A small window of the routed layout:
Window x 34 to 74, y 55 to 95 um. Cells in grey, sequential cells in the stronger grey; small squares are vias.
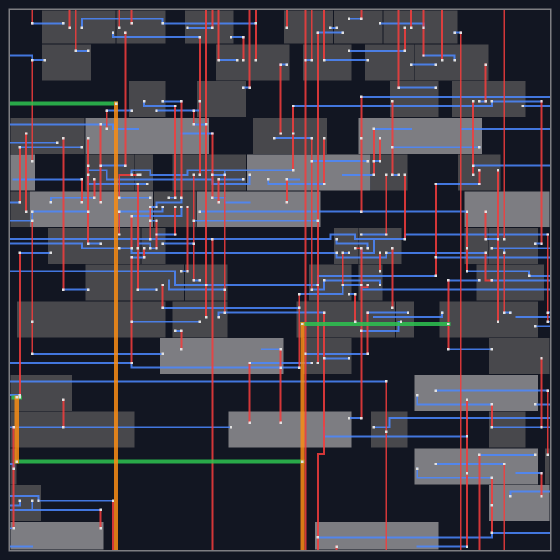
Signal wires on met2:
Drawn at 2 px/um. Cells faint in the background.
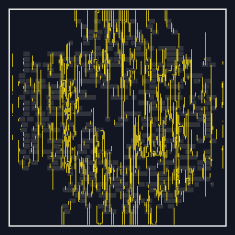
Sequential cells coloured by netlist name:
Drawn at 4 px/um. Other sequential cells in the stronger grey, the rest of the logic in the fainter grey.
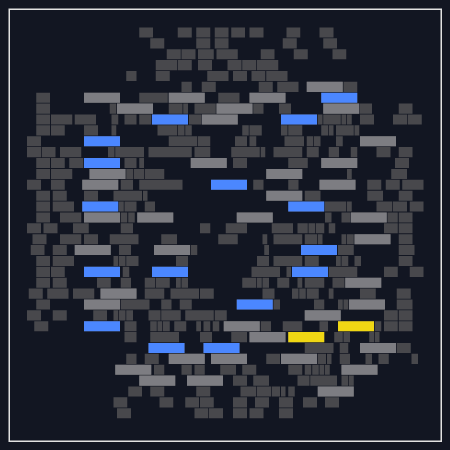
Routing congestion:
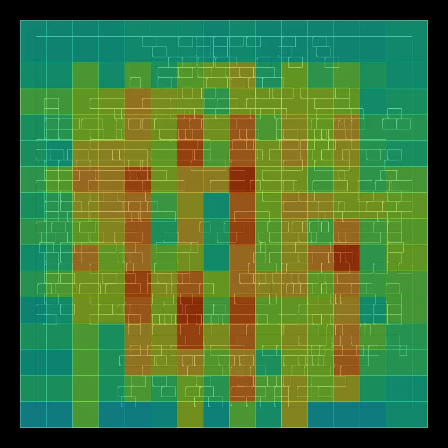
File: config.mk
export PLATFORM = sky130hd
export DESIGN_NAME = alu_rr_arbiter_flat
export DESIGN_NICKNAME = d
export VERILOG_FILES = /design/src/rtl/alu_rr_arbiter_if.sv /design/src/rtl/alu_rr_arbiter.sv /design/src/flat_wrapper.sv
export SDC_FILE = /design/constraint.sdc
export NUM_CORES = 1
export LEC_CHECK = 0
export CAP_MARGIN = 20
export CORE_MARGIN = 4
export CORE_UTILIZATION = 35
export CTS_CLUSTER_DIAMETER = 80
export DETAILED_ROUTE_END_ITERATION = 10
export PLACE_DENSITY = 0.67
export SETUP_SLACK_MARGIN = 0.4
export SYNTH_ARGS = -nofsm -noshare
export SYNTH_HDL_FRONTEND = slang
export SYNTH_SLANG_ARGS = --single-unit
export TNS_END_PERCENT = 20
File: constraint.sdc
create_clock -name clk -period 23 [get_ports clk]
set_clock_uncertainty 0.05 [all_clocks]
set_input_delay 5.75 -clock clk [delete_from_list [all_inputs] [get_ports clk]]
set_output_delay 5.75 -clock clk [all_outputs]
set_load 0.02 [all_outputs]
File: src/rtl/alu_rr_arbiter_if.sv
// Request/grant and response bundle between two ALU clients, the shared-ALU arbiter and the result consumer.
// ALU_ARB_ZERO_FLAG_EN adds the rsp_zero response flag.
interface alu_rr_arbiter_if;
    logic        req0;
    logic [1:0]  op0;
    logic [15:0] a0;
    logic [15:0] b0;
    logic        gnt0;
    logic        req1;
    logic [1:0]  op1;
    logic [15:0] a1;
    logic [15:0] b1;
    logic        gnt1;
    logic        rsp_valid;
    logic        rsp_ready;
    logic        rsp_id;
    logic [15:0] rsp_data;
    logic        rsp_cout;
`ifdef ALU_ARB_ZERO_FLAG_EN
    logic        rsp_zero;
`endif

    modport slave (
        input  req0, op0, a0, b0, req1, op1, a1, b1, rsp_ready,
        output gnt0, gnt1, rsp_valid, rsp_id, rsp_data, rsp_cout
`ifdef ALU_ARB_ZERO_FLAG_EN
        , output rsp_zero
`endif
    );

    modport master (
        output req0, op0, a0, b0, req1, op1, a1, b1, rsp_ready,
        input  gnt0, gnt1, rsp_valid, rsp_id, rsp_data, rsp_cout
`ifdef ALU_ARB_ZERO_FLAG_EN
        , input rsp_zero
`endif
    );
endinterface

File: src/rtl/alu_rr_arbiter.sv
// Round-robin sharing of one 16-bit ripple ALU between two requesters, with a registered valid/ready result.
// Optional rsp_zero result flag enabled by defining ALU_ARB_ZERO_FLAG_EN.
module alu (
    input  logic [1:0]  op,
    input  logic [15:0] i0,
    input  logic [15:0] i1,
    output logic [15:0] o,
    output logic        cout
);
    logic        sub;
    logic [16:0] c;
    logic [15:0] x;
    logic [15:0] s;

    // SUB computes i1 - i0 as ~i0 + i1 + 1 on the same ripple chain
    always_comb begin
        sub  = (op == 2'b11);
        c    = '0;
        x    = '0;
        s    = '0;
        c[0] = sub;
        for (int i = 0; i < 16; i++) begin
            x[i]   = i0[i] ^ sub;
            s[i]   = x[i] ^ i1[i] ^ c[i];
            c[i+1] = (x[i] & i1[i]) | (c[i] & (x[i] ^ i1[i]));
        end
        case (op)
            2'b00:   o = i0 & i1;
            2'b01:   o = i0 | i1;
            default: o = s;
        endcase
        cout = c[16];
    end
endmodule

// state | meaning
// IDLE  | waiting for a request; grant is combinational, operands latched on the grant edge
// EXEC  | ALU runs on latched operands; result registered at end of cycle
// RESP  | result presented until rsp_ready; priority then passes to the other requester
module alu_rr_arbiter #(
    parameter logic PRIO_INIT = 1'b0
) (
    input  logic           clk,
    input  logic           rst_n,
    alu_rr_arbiter_if.slave bus
);
    typedef enum logic [1:0] {ST_IDLE, ST_EXEC, ST_RESP} state_e;

    state_e      state_q, state_d;
    logic        prio_q, prio_d;
    logic [1:0]  op_q, op_d;
    logic [15:0] a_q, a_d;
    logic [15:0] b_q, b_d;
    logic        id_q, id_d;
    logic        rsp_valid_q, rsp_valid_d;
    logic        rsp_id_q, rsp_id_d;
    logic [15:0] rsp_data_q, rsp_data_d;
    logic        rsp_cout_q, rsp_cout_d;
    logic        rsp_zero_q, rsp_zero_d;
    logic        gnt0_c, gnt1_c;
    logic [15:0] alu_o;
    logic        alu_cout;

    alu u_alu (
        .op   (op_q),
        .i0   (a_q),
        .i1   (b_q),
        .o    (alu_o),
        .cout (alu_cout)
    );

    always_ff @(posedge clk or negedge rst_n) begin
        if (!rst_n) begin
            state_q     <= ST_IDLE;
            prio_q      <= PRIO_INIT;
            op_q        <= '0;
            a_q         <= '0;
            b_q         <= '0;
            id_q        <= 1'b0;
            rsp_valid_q <= 1'b0;
            rsp_id_q    <= 1'b0;
            rsp_data_q  <= '0;
            rsp_cout_q  <= 1'b0;
            rsp_zero_q  <= 1'b0;
        end else begin
            state_q     <= state_d;
            prio_q      <= prio_d;
            op_q        <= op_d;
            a_q         <= a_d;
            b_q         <= b_d;
            id_q        <= id_d;
            rsp_valid_q <= rsp_valid_d;
            rsp_id_q    <= rsp_id_d;
            rsp_data_q  <= rsp_data_d;
            rsp_cout_q  <= rsp_cout_d;
            rsp_zero_q  <= rsp_zero_d;
        end
    end

    always_comb begin
        state_d     = state_q;
        prio_d      = prio_q;
        op_d        = op_q;
        a_d         = a_q;
        b_d         = b_q;
        id_d        = id_q;
        rsp_valid_d = rsp_valid_q;
        rsp_id_d    = rsp_id_q;
        rsp_data_d  = rsp_data_q;
        rsp_cout_d  = rsp_cout_q;
        rsp_zero_d  = rsp_zero_q;
        gnt0_c      = 1'b0;
        gnt1_c      = 1'b0;
        case (state_q)
            ST_IDLE: begin
                if (bus.req0 && (!bus.req1 || !prio_q)) begin
                    gnt0_c  = 1'b1;
                    op_d    = bus.op0;
                    a_d     = bus.a0;
                    b_d     = bus.b0;
                    id_d    = 1'b0;
                    state_d = ST_EXEC;
                end else if (bus.req1) begin
                    gnt1_c  = 1'b1;
                    op_d    = bus.op1;
                    a_d     = bus.a1;
                    b_d     = bus.b1;
                    id_d    = 1'b1;
                    state_d = ST_EXEC;
                end
            end
            ST_EXEC: begin
                rsp_data_d  = alu_o;
                rsp_cout_d  = alu_cout;
                rsp_zero_d  = (alu_o == 16'h0000);
                rsp_id_d    = id_q;
                rsp_valid_d = 1'b1;
                state_d     = ST_RESP;
            end
            ST_RESP: begin
                if (bus.rsp_ready) begin
                    rsp_valid_d = 1'b0;
                    prio_d      = ~rsp_id_q;
                    state_d     = ST_IDLE;
                end
            end
            default: state_d = ST_IDLE;
        endcase
    end

    // grants are masked while reset is asserted so no pulse escapes with reqs held high
    assign bus.gnt0      = gnt0_c & rst_n;
    assign bus.gnt1      = gnt1_c & rst_n;
    assign bus.rsp_valid = rsp_valid_q;
    assign bus.rsp_id    = rsp_id_q;
    assign bus.rsp_data  = rsp_data_q;
    assign bus.rsp_cout  = rsp_cout_q;
`ifdef ALU_ARB_ZERO_FLAG_EN
    assign bus.rsp_zero  = rsp_zero_q;
`endif
endmodule
File: src/flat_wrapper.sv
// flat-port wrapper written by rule: the top's interface ports become plain ports
module alu_rr_arbiter_flat 
#(
    parameter logic PRIO_INIT = 1'b0
)
  (clk, rst_n, bus_req0, bus_op0, bus_a0, bus_b0, bus_req1, bus_op1, bus_a1, bus_b1, bus_rsp_ready, bus_gnt0, bus_gnt1, bus_rsp_valid, bus_rsp_id, bus_rsp_data, bus_rsp_cout);
  alu_rr_arbiter_if bus_i ();
  input  logic clk;
  input  logic rst_n;
  input wire logic [$bits(bus_i.req0)-1:0] bus_req0;
  input wire logic [$bits(bus_i.op0)-1:0] bus_op0;
  input wire logic [$bits(bus_i.a0)-1:0] bus_a0;
  input wire logic [$bits(bus_i.b0)-1:0] bus_b0;
  input wire logic [$bits(bus_i.req1)-1:0] bus_req1;
  input wire logic [$bits(bus_i.op1)-1:0] bus_op1;
  input wire logic [$bits(bus_i.a1)-1:0] bus_a1;
  input wire logic [$bits(bus_i.b1)-1:0] bus_b1;
  input wire logic [$bits(bus_i.rsp_ready)-1:0] bus_rsp_ready;
  output wire logic [$bits(bus_i.gnt0)-1:0] bus_gnt0;
  output wire logic [$bits(bus_i.gnt1)-1:0] bus_gnt1;
  output wire logic [$bits(bus_i.rsp_valid)-1:0] bus_rsp_valid;
  output wire logic [$bits(bus_i.rsp_id)-1:0] bus_rsp_id;
  output wire logic [$bits(bus_i.rsp_data)-1:0] bus_rsp_data;
  output wire logic [$bits(bus_i.rsp_cout)-1:0] bus_rsp_cout;
  assign bus_i.req0 = bus_req0;
  assign bus_i.op0 = bus_op0;
  assign bus_i.a0 = bus_a0;
  assign bus_i.b0 = bus_b0;
  assign bus_i.req1 = bus_req1;
  assign bus_i.op1 = bus_op1;
  assign bus_i.a1 = bus_a1;
  assign bus_i.b1 = bus_b1;
  assign bus_i.rsp_ready = bus_rsp_ready;
  assign bus_gnt0 = bus_i.gnt0;
  assign bus_gnt1 = bus_i.gnt1;
  assign bus_rsp_valid = bus_i.rsp_valid;
  assign bus_rsp_id = bus_i.rsp_id;
  assign bus_rsp_data = bus_i.rsp_data;
  assign bus_rsp_cout = bus_i.rsp_cout;
  alu_rr_arbiter #(.PRIO_INIT(PRIO_INIT)) u_core (.clk(clk), .rst_n(rst_n), .bus(bus_i));
endmodule
==> flow_metrics.py <==
# Auto-generated metrics
metrics = {
    "run_status": {
        "outcome": "finished clean",
    },
    "worst_setup_path": {
        "r2r_start": "u_core.op_q[0]$_DFFE_PN0P_",
        "worst-r2r-setup-slack_ns": 13.92,
        "max_stage_delay_ns": 0.68,
        "r2r_end": "u_core.bus.rsp_data[15]$_DFFE_PN0P_",
        "critical_path_class": "primary input to output pin",
        "cp_top_family": "buffers and inverters",
        "path_buffers": 3,
    },
    "floorplanning": {
        "dieHeight_um": 107.6,
        "die-area_sq_um": 11580,
        "ios": 94,
        "num_rows": 36,
    },
    "pwr": {
        "p_per_area_nw_per_um2": 147.3,
        "switchingPower_mw": 0.2842,
        "comb-power_mw": 0.389,
        "p_leak_nw": 2.076,
    },
    "yosys": {
        "xor_area_share_pct": 3.782,
        "synth_area_per_cell_sq_um": 11.94,
        "mux_area_share_pct": 23.34,
        "synth-simple-area-share_pct": 3.458,
        "ys.flops": 57,
        "syn_area_sq_um": 3473,
        "ys_types": 31,
    },
    "cells_and_area": {
        "buf_share_pct": 20.77,
    },
    "drt": {
        "wl_met3_um": 455,
        "vias": 2506,
        "highest_layer": "met4",
        "firstDrtPassIters": 4,
    },
    "sta": {
        "min_period_ns": 13.99,
        "fmax_mhz": 71.49,
        "worst_slack_ns": 9.012,
    },
    "run": {
        "cap_violations": 0,
    },
    "clocking": {
        "clk_latency_ns": 0.33,
        "path_clk_slew_ns": 0.07,
        "postCtsSetupBuffers": 0,
    },
    "placed_design": {
        "portBuffers": 93,
    },
    "min_path": {
        "holdPathStages": 1,
        "min_path_type": "register to register",
    },
    "grt": {
        "met3_usage_pct": 4.139,
        "grt_first_pass_wirelength_mm": 12.48,
        "antenna_found_initial": 0,
    },
}
## Picture notes: 'a small window of the routed layout'
Orange is M4. Blue is M1. Green is M3. Red is M2.
Netlist names of flops here include u_core.a_q (5), u_core.b_q (3), u_core.bus.rsp_data (3). Most frequent: dfrtp_1 (12), mux2_4 (7), clkdlybuf4s50_1 (7). 59 logic cells have their middle in the window. Sequential cells in the window: 12.

## Picture notes: 'signal wires on met2'
The layer carries 3720 um of wire. The longest straight run is 53.7 um.

## Picture notes: 'sequential cells coloured by netlist name'
Yellow is u_core.state_q, placed flops 2. Blue is u_core.b_q, placed flops 16.
FF/Latch Area: 1426 sq um
sequential cell area share: 30.35%
sequential power: 0.200 mW
post-layout util: 48.30%

## Picture notes: 'routing congestion'
GR Util met2: 22.60%
DR WL/cell: 14.91 um
overall routing resource usage: 13.86%

No activity file was given, so power comes from the tool's default toggle rates.
